### Sequential cells coloured by netlist name

Scale: 1 px per micron.
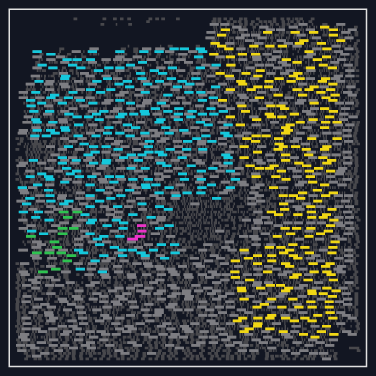
### Metal 3

Scale: 1.5 px per micron.
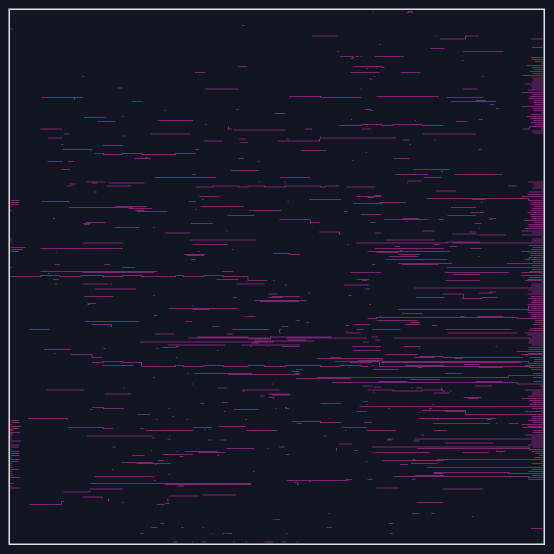
--- config.mk ---
export PLATFORM = sky130hd
export DESIGN_NAME = slow_io_polarity
export DESIGN_NICKNAME = d
export VERILOG_FILES = /design/src/rtl/slow_io_polarity.sv
export SDC_FILE = /design/constraint.sdc
export NUM_CORES = 2
export LEC_CHECK = 0
export ABC_AREA = 1
export CAP_MARGIN = 30
export CELL_PAD_IN_SITES_DETAIL_PLACEMENT = 1
export CELL_PAD_IN_SITES_GLOBAL_PLACEMENT = 1
export CORE_MARGIN = 5
export CORE_UTILIZATION = 45
export CTS_BUF_LIST = sky130_fd_sc_hd__clkbuf_8
export CTS_CLUSTER_SIZE = 25
export DETAILED_ROUTE_END_ITERATION = 6
export PLACE_DENSITY_LB_ADDON = 0.15
export SYNTH_ARGS = -nofsm -noshare
export SYNTH_HDL_FRONTEND = slang
export SYNTH_SLANG_ARGS = --single-unit
--- constraint.sdc ---
create_clock -name clk -period 8.5 [get_ports clk]
set_input_delay 0.85 -clock clk [delete_from_list [all_inputs] [get_ports clk]]
set_output_delay 0.85 -clock clk [all_outputs]
set_load 0.03 [all_outputs]
--- src/rtl/slow_io_polarity.sv ---
// Time-multiplexed per-channel polarity inversion and saturating offset
// for a bank of slow converter channels, one channel per clock.
module slow_io_polarity #(
  parameter int             N           = 16,
  parameter int             W           = 16,
  parameter logic [N-1:0]   INV_DEFAULT = {N{1'b1}}
) (
  input  logic                 clk,
  input  logic                 rst_n,
  input  logic                 in_stb,
  input  logic [N*W-1:0]       in_data,
  output logic                 out_stb,
  output logic [N*W-1:0]       out_data,
  output logic                 busy,
  output logic                 overrun,
  input  logic                 ovr_clr,
  input  logic                 cfg_we,
  input  logic [$clog2(N)-1:0] cfg_addr,
  input  logic                 cfg_inv,
  input  logic [W-1:0]         cfg_off
);

  localparam int AW = $clog2(N);
  localparam logic [AW-1:0] LAST = AW'(N - 1);
  localparam logic [AW:0]   NCH  = (AW+1)'(N);
  localparam logic [W-1:0]  SMAX = {1'b0, {(W-1){1'b1}}};
  localparam logic [W-1:0]  SMIN = {1'b1, {(W-1){1'b0}}};

  typedef enum logic {
    IDLE,
    RUN
  } state_e;

  state_e state_q, state_d;
  logic [AW-1:0] ch_q, ch_d;

  logic [N-1:0][W-1:0] frame_q, frame_d;
  logic [N-1:0][W-1:0] stage_q, stage_d;
  logic [N-1:0][W-1:0] out_q, out_d;
  logic                out_stb_q, out_stb_d;
  logic                overrun_q, overrun_d;

  logic [N-1:0]        sh_inv_q, sh_inv_d;
  logic [N-1:0][W-1:0] sh_off_q, sh_off_d;
  logic [N-1:0]        act_inv_q, act_inv_d;
  logic [N-1:0][W-1:0] act_off_q, act_off_d;

  logic [W-1:0] x_cur;
  logic [W-1:0] v_cur;
  logic [W-1:0] off_cur;
  logic [W:0]   sum;
  logic [W-1:0] res;
  logic         cfg_hit;

  // Single shared datapath; ch_q selects the channel for this cycle.
  always_comb begin
    x_cur   = frame_q[ch_q];
    off_cur = act_off_q[ch_q];
    v_cur   = act_inv_q[ch_q] ? ~x_cur : x_cur;
    sum     = {v_cur[W-1], v_cur} + {off_cur[W-1], off_cur};
    res     = sum[W-1:0];
    if (sum[W] != sum[W-1]) begin
      res = sum[W] ? SMIN : SMAX;
    end
  end

  always_comb begin
    cfg_hit  = cfg_we && ({1'b0, cfg_addr} < NCH);
    sh_inv_d = sh_inv_q;
    sh_off_d = sh_off_q;
    if (cfg_hit) begin
      sh_inv_d[cfg_addr] = cfg_inv;
      sh_off_d[cfg_addr] = cfg_off;
    end
  end

  always_comb begin
    state_d   = state_q;
    ch_d      = ch_q;
    frame_d   = frame_q;
    stage_d   = stage_q;
    out_d     = out_q;
    out_stb_d = 1'b0;
    act_inv_d = act_inv_q;
    act_off_d = act_off_q;
    unique case (state_q)
      IDLE: begin
        if (in_stb) begin
          frame_d   = in_data;
          act_inv_d = sh_inv_q;
          act_off_d = sh_off_q;
          ch_d      = '0;
          state_d   = RUN;
        end
      end
      RUN: begin
        stage_d[ch_q] = res;
        if (ch_q == LAST) begin
          // Last result bypasses staging so the frame publishes this edge.
          out_d       = stage_q;
          out_d[LAST] = res;
          out_stb_d   = 1'b1;
          ch_d        = '0;
          state_d     = IDLE;
        end else begin
          ch_d = ch_q + AW'(1);
        end
      end
    endcase
  end

  always_comb begin
    overrun_d = (in_stb && (state_q == RUN)) || (overrun_q && !ovr_clr);
  end

  always_ff @(posedge clk or negedge rst_n) begin
    if (!rst_n) begin
      state_q   <= IDLE;
      ch_q      <= '0;
      frame_q   <= '0;
      stage_q   <= '0;
      out_q     <= '0;
      out_stb_q <= 1'b0;
      overrun_q <= 1'b0;
      sh_inv_q  <= INV_DEFAULT;
      sh_off_q  <= '0;
      act_inv_q <= INV_DEFAULT;
      act_off_q <= '0;
    end else begin
      state_q   <= state_d;
      ch_q      <= ch_d;
      frame_q   <= frame_d;
      stage_q   <= stage_d;
      out_q     <= out_d;
      out_stb_q <= out_stb_d;
      overrun_q <= overrun_d;
      sh_inv_q  <= sh_inv_d;
      sh_off_q  <= sh_off_d;
      act_inv_q <= act_inv_d;
      act_off_q <= act_off_d;
    end
  end

  assign out_data = out_q;
  assign out_stb  = out_stb_q;
  assign busy     = (state_q == RUN);
  assign overrun  = overrun_q;

endmodule

==> run notes <==
fresh numbers from the pnr run: Synth flops 1,303, die area 0.127 sq mm, Remaining Overflow, GRT 0, CTS buffer count 214, largest net degree at the start of global routing between 150 and 200, R2R Path Start ch_q[0], Seq/total area 0.503, Total GRT Usage 0.273, CP endpoint kind register, Post-CTS Setup Bufs 0, final clock skew 30.6 ps, worst setup path start ch_q[0], part of the Yosys area used for sequential elements 0.607, number of max-cap violations 0, MUX share of area 0.111, Final Wtd Congestion roughly 0.85, vias post-DR between 40,000 and 50,000, Die Y 356 microns, Sink Count between 1,000 and 1,500, Worst EP arrival between 7000 and 8000 ps, Reg area 0.0327 sq mm, Setup TNS Final 0 ps, Compound Share, Synth 0.0726, Slew Viols, Final 0, Detailed Route WL roughly 170 mm, ys flop type dfrtp_1, clkbuf count 282, FP Rows about 130, synth cell count leaders 1,998 x nand2_1, 1,271 x dfrtp_1, 528 x mux2_2, HP Class register to register, CTS hold repair buffers 1, clock transition at the registers of the reported paths 60 ps, yosys xor share 0.00440, Worst Hold End out_data[183], Syn-to-layout area delta 20.7%, worst-skew pair later-pin latency between 800 and 900 ps, critical-path cell list inv_8 > buf_16 > o21ai_0 > o22ai_1 > nand2_1 > nand4_2 > xnor2_1 > ha_1 > inv_1 > fa_1 > inv_1 > nand2_1 > nand2_1 > nand3_1 > nand2_2 > nand2_2 > nand3_1 > nand4_4 > nand2_1 > nand3_1 > nand2_1, inverter count 78, largest family of logic cells by area simple AND/OR/NAND/NOR gates, CP most frequent cell nand2_1, Resized cells post-CTS 0, logic area 0.0194 sq mm, cycle use final 0.758, ant diodes 32, top cell category registers, max incr delay on CP approximately 1100 ps, Critical Path End stage_q[24], status finished clean, Mapped Nets 5,607, adder share 0.00503, Port Buf Inserts about 540, RSZ-0062 raised after global routing false, reg2reg end stage_q[24], DRC errors left 0, Netlist cell types 40, mi-comb count 3,590, Mean Syn Cell Area 10.1 sq um, final core utilization 0.548, Comb/total area 0.298, Die Span X 356 microns, share of Yosys cell area claimed by the top area cell type 0.591, share of layout cells above drive strength 1 0.167
## Picture notes: 'Sequential cells coloured by netlist name'
Key: cyan = `act_off_q` [flops 256]; magenta = `ch_q` [flops 4]; green = `act_inv_q` [flops 16]; yellow = `stage_q` [flops 240, where a vertical strip on the right]

## Picture notes: 'Metal 3'
The layer carries 10,000 microns of wire. The wires run mostly horizontal. The longest straight run is 127 microns. 426 nets have wire on it.

-- cell usage in the layout (no fill, tap or decap), types with 2 or more instances in the layout --
cell,n
nand2_1,1984
buf_12,8
dfrtp_4,2
nand2_8,2
clkinv_2,10
inv_6,4
nand4_1,3
diode_2,32
nand3_1,79
ha_1,20
xnor2_1,19
a22oi_1,28
nor3_1,3
clkinvlp_4,3
nand2_2,25
nor2_1,185
clkbuf_8,282
inv_2,19
clkdlybuf4s50_1,539
mux2_2,528
nand3b_1,2
clkinv_1,4
a32oi_1,28
o22ai_1,97
inv_8,2
a21oi_1,117
a32o_1,8
xor2_1,8
dfstp_2,32
nor2_2,3
nand2_4,12
o21ai_0,428
inv_1,137
dfrtp_1,1269
o21bai_1,3
buf_16,7
buf_4,52
-- routing by layer --
layer,track usage,vias up,part of all wire
met3,0.0559,325,0.057
met4,0.108,24,0.036
met2,0.443,1020,0.48
met1,0.361,20800,0.43
li1,-,18400,-
met5,0,-,0.00095
-- worst max-delay path, delay by kind of cell, from the launching register on --
| family | cells | cell delay, ps |
|---|---|---|
| buffers and inverters | 4 | 840 |
| AND-OR/OR-AND | 2 | 350 |
| flip-flops | 1 | 1070 |
| AND/OR/NAND/NOR | 12 | 2870 |
| XOR/XNOR | 1 | 400 |
| adder cells (fa/ha/maj) | 2 | 650 |
-- per-stage QoR --
stage	area, sq um	worst slack [ps]	hold WS (ps)
floorplan	53800	4870	449
global placement	60200	2220	454
detailed placement	60400	2150	459
CTS	64800	2090	461
global route	64900	1560	488
finish	64900	2060	464
